==> config.mk <==
export PLATFORM = sky130hd
export DESIGN_NAME = div_issue_ctrl
export DESIGN_NICKNAME = d
export VERILOG_FILES = /design/src/rtl/div_issue_ctrl.sv
export SDC_FILE = /design/constraint.sdc
export NUM_CORES = 1
export LEC_CHECK = 0
export ABC_CLOCK_PERIOD_IN_PS = 3100
export CAP_MARGIN = 5
export CORE_MARGIN = 2
export CORE_UTILIZATION = 25
export DETAILED_ROUTE_END_ITERATION = 7
export DONT_BUFFER_PORTS = 1
export SLEW_MARGIN = 10
export SYNTH_ARGS = -nofsm -noshare
export SYNTH_HDL_FRONTEND = slang
export SYNTH_SLANG_ARGS = --single-unit
==> constraint.sdc <==
create_clock -name clk -period 3.1 [get_ports clk]
set_clock_uncertainty 0.15 [all_clocks]
set_input_delay 0.62 -clock clk [delete_from_list [all_inputs] [get_ports clk]]
set_output_delay 0.62 -clock clk [all_outputs]
set_load 0.02 [all_outputs]
Fig. 1: port wiring
The bar under the picture is 50 um long.
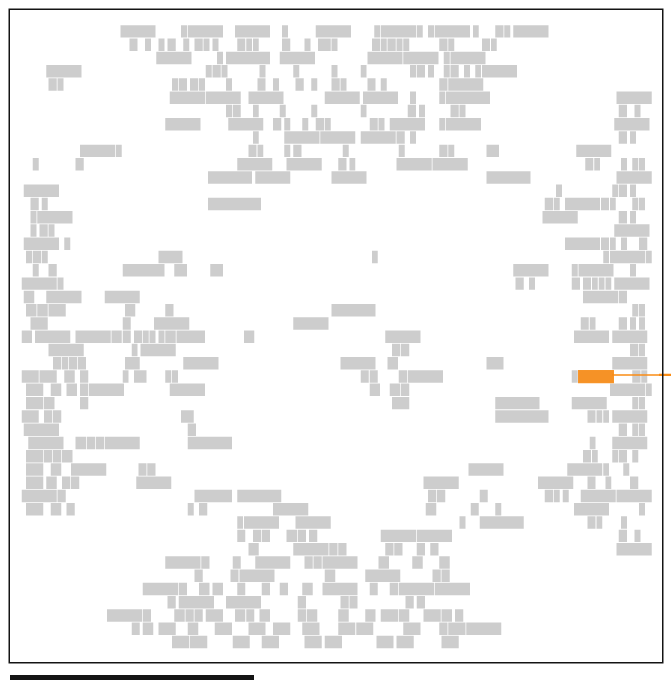
[orange] dv_en | direction: output | edge: east | end cells: 1 | buffers: 0 | wire: 9.60 um
IO Port Bufs: 0
I/O pins: 239

Fig. 2: power grid
The bar under the picture is 50 um long. Pins as bars on the die edge. Tap cells in grey.
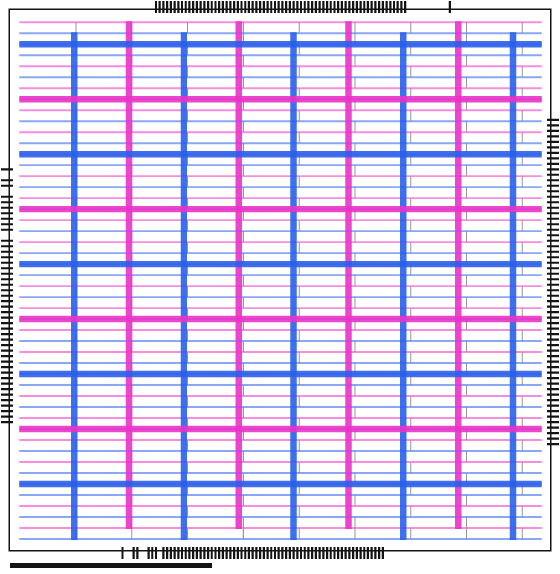
[magenta] VDD
[blue] VSS
met1 rails: 48
met4 straps: 9
met5 straps: 9
signal pins: 239
tap cells: 220
DIE HEIGHT: 134 um
core footprint: 0.0165 mm^2

Fig. 3: cells coloured by class
Fill, decap, tap and diode cells in grey.
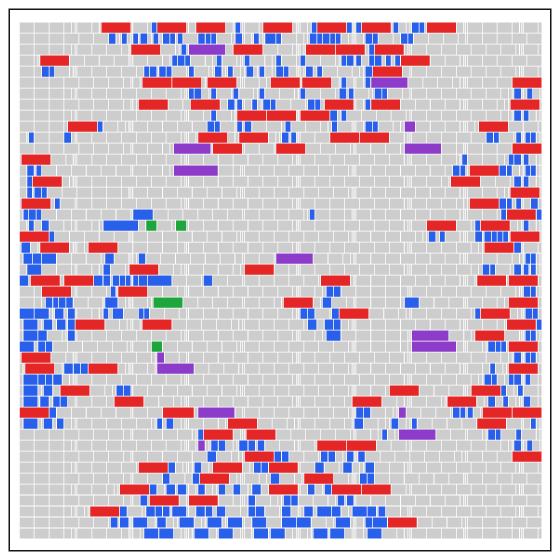
[purple] clock drivers and dummy loads | cells: 15 | share of their area: 7.1%
[red] registers | cells: 106 | share of their area: 49%
[blue] remaining logic cells | cells: 353 | share of their area: 43%
[green] remaining buffers and delay cells | cells: 4 | share of their area: 0.98%
fin util: 27.9%
post-route cell area: 0.00461 mm^2
flop share of the area: 46.1%
Rows: 47

Fig. 4: wire density map
27 x 27 tiles, from dark blue (low) to red (high), scaled to the fullest tile. Values are wire area over tile area, all layers added.
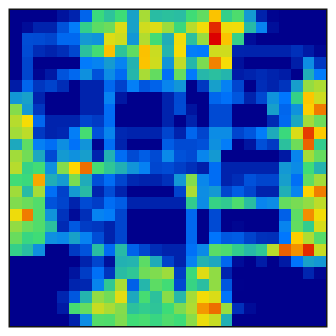
tiles over half the peak: 21%
nearly empty tiles: 24%
fullest tile: 0.39
Total GRT Usage: 12.0%
post-detailed-routing wire length: 11.0 mm

==> results.sh <==
# source this file to load flow results
export IMPL_fillers=1803
export IMPL_end_kind="flip-flop"
export IMPL_grt_max_degree=107
export IMPL_clock_sinks=106
export IMPL_areaGrowthSynthToFinish_pct=9.78
export IMPL_slew_viol_final=0
export IMPL_critical_path_slowest_cell="dfxtp_1"
export IMPL_worstSkewPairLatency_ns=0.35
export IMPL_cts_setup_buffers=0
export IMPL_cts_hold_buf=0
export IMPL_startpoint_type="flip-flop"
export IMPL_nets=611
export IMPL_clkTransAtPathRegs_ns=0.07
export IMPL_edf_count=0
export IMPL_yosysTopAreaCellShare_pct=50.6
export IMPL_p_leak_nw=1.51
export IMPL_ctsResizeCount=0
export IMPL_warnings=28
export IMPL_place_congestion=0.675
export IMPL_synthesis_area_mm2=0.00420
export IMPL_cts_root_buf="clkbuf_16"
export IMPL_fin_crit_ns=2.00
export IMPL_cp_depth=4
export IMPL_ys_async_sr_fraction_pct=0
export IMPL_cts_tree="yes"
export IMPL_yosys_area_mm2=0.00420
export IMPL_final_seq_area_mm2=0.00212
export IMPL_logic_area_mm2=0.00186
export IMPL_final_cells=698
export IMPL_overflow=0
export IMPL_path_class="flip-flop to flip-flop"
export IMPL_cp_max_fo=59
export IMPL_viasPerCell=4.62
export IMPL_synth_largest_area_cell="dfxtp_1"
export IMPL_synth_top_cell_by_count="nand2_1"
export IMPL_min_path_cells=1
export IMPL_slew_headroom_pct=50.3
export IMPL_synth_flop_count=106
export IMPL_r2r_slack_ns=1.10
export IMPL_status="finished clean"
export IMPL_dpl_cell_count=683
export IMPL_die_x_um=134
export IMPL_cp_data_required_time_ns=3.22
export IMPL_finalSetupViolCount=0
export IMPL_chipArea_mm2=0.0178
export IMPL_synth_top_flop_cell="dfxtp_1"
export IMPL_drt_iter0_drc=119
export IMPL_antenna_found_initial=0
export IMPL_synth_seq_area_share_pct=50.6
export IMPL_fp_util_pct=25.4
export IMPL_worst_slew_pin_slew_ns=0.745
export IMPL_place_hpwl_mm=7.26
export IMPL_cpLargestDelayFamily="simple AND/OR/NAND/NOR gates"
export IMPL_syn_inst=504
export IMPL_fin_crit_sh_pct=64.4
export IMPL_diodes=0
export IMPL_detail_route_antenna_nets=0
export IMPL_syn_area_per_cell_um2=8.33
export IMPL_htreeDepth=3
export IMPL_cp_arrival_ns=2.12
export IMPL_totalNegativeSetupSlack_ns=0
export IMPL_fmax_mhz=501
export IMPL_hold_class="input pin to flip-flop"
export IMPL_drc=0
export IMPL_crit_chain="nand4bb_2, buf_12, or3_1, a21oi_1"
export IMPL_vias=3224
export IMPL_rsz0062_at_grt="no"
export IMPL_cts_made_buffers=9
export IMPL_slowest_delay_ns=0.59
export IMPL_finalHoldViolCount=0
export IMPL_dr_pass1_iters=4
export IMPL_path_buffers=1
export IMPL_cts_path_max_buffers=2
export IMPL_area_leaders="dfxtp_1 51%, nand2_1 12%, a21oi_1 12%, mux2i_1 8.1%, or3_1 4.8%"
export IMPL_wire_per_inst_um=15.7
export IMPL_grt_pass1_wl_mm=16.5
export IMPL_yosysUniqueCellTypes=21
export IMPL_reg2reg_depth=4
export IMPL_peakVddDrop_mv=0.254
export IMPL_grt_pass1_vias=3056
## per-layer routing
layer	GRT usage (%)	share of wire (%)	vias up
met5	0	0	-
met3	4.19	7.8	20
li1	-	-	1641
met1	14.8	45	1431
met4	6.91	2.7	0
met2	18.3	45	132
## power breakdown
group | internal [mW] | switching (mW) | total (mW)
clock | 0.700 | 0.519 | 1.22
sequential | 1.45 | 0.190 | 1.64
combinational | 0.114 | 0.166 | 0.280
## layout make-up
class	instances	area share [%]
timing repair buffer	4	0.923
clock inverter	6	1.79
multi-input combinational	353	40.3
tap	220	5.97
clock buffer	9	4.89
sequential	106	46.1
## per-stage QoR
stage / utilization, % / cell area, um^2 / hold slack [ns] / setup slack [ns] / power, mW
after floorplan: - / 4200 / 0.349 / 1.36 / 1.93
after global placement: 26.0 / 4300 / 0.386 / 1.15 / 1.96
after detailed placement: 26.0 / 4300 / 0.392 / 1.12 / 1.97
after CTS: 27.9 / 4610 / 0.160 / 1.10 / 3.21
after global routing: 27.9 / 4610 / 0.160 / 1.00 / 3.31
final: 27.9 / 4610 / 0.185 / 1.10 / 3.14
## layout by cell type, fill, tap and decap left out, types with 2 or more instances in the layout
master	n
nor4_1	2
buf_4	3
clkbuf_16	9
mux2i_1	34
a211oi_1	2
dfxtp_1	105
nand2_1	133
or3_1	32
a21oi_1	99
clkinv_2	3
nand2b_1	5
o21ai_0	33
nor2_1	7
bufinv_16	2
## kinds of logic (layout without fill, tap and decap cells)
logic type	count (synthesis)	after routing	synth area share, %
and+or+nand+nor	185	185	19.8
AOI/OAI and AO/OA	134	134	16.1
DFF	106	106	50.6
buffers and inverters	45	19	5.48
muxes	34	34	8.11
Power figures rest on the tool's default switching activity, not on a simulated workload.
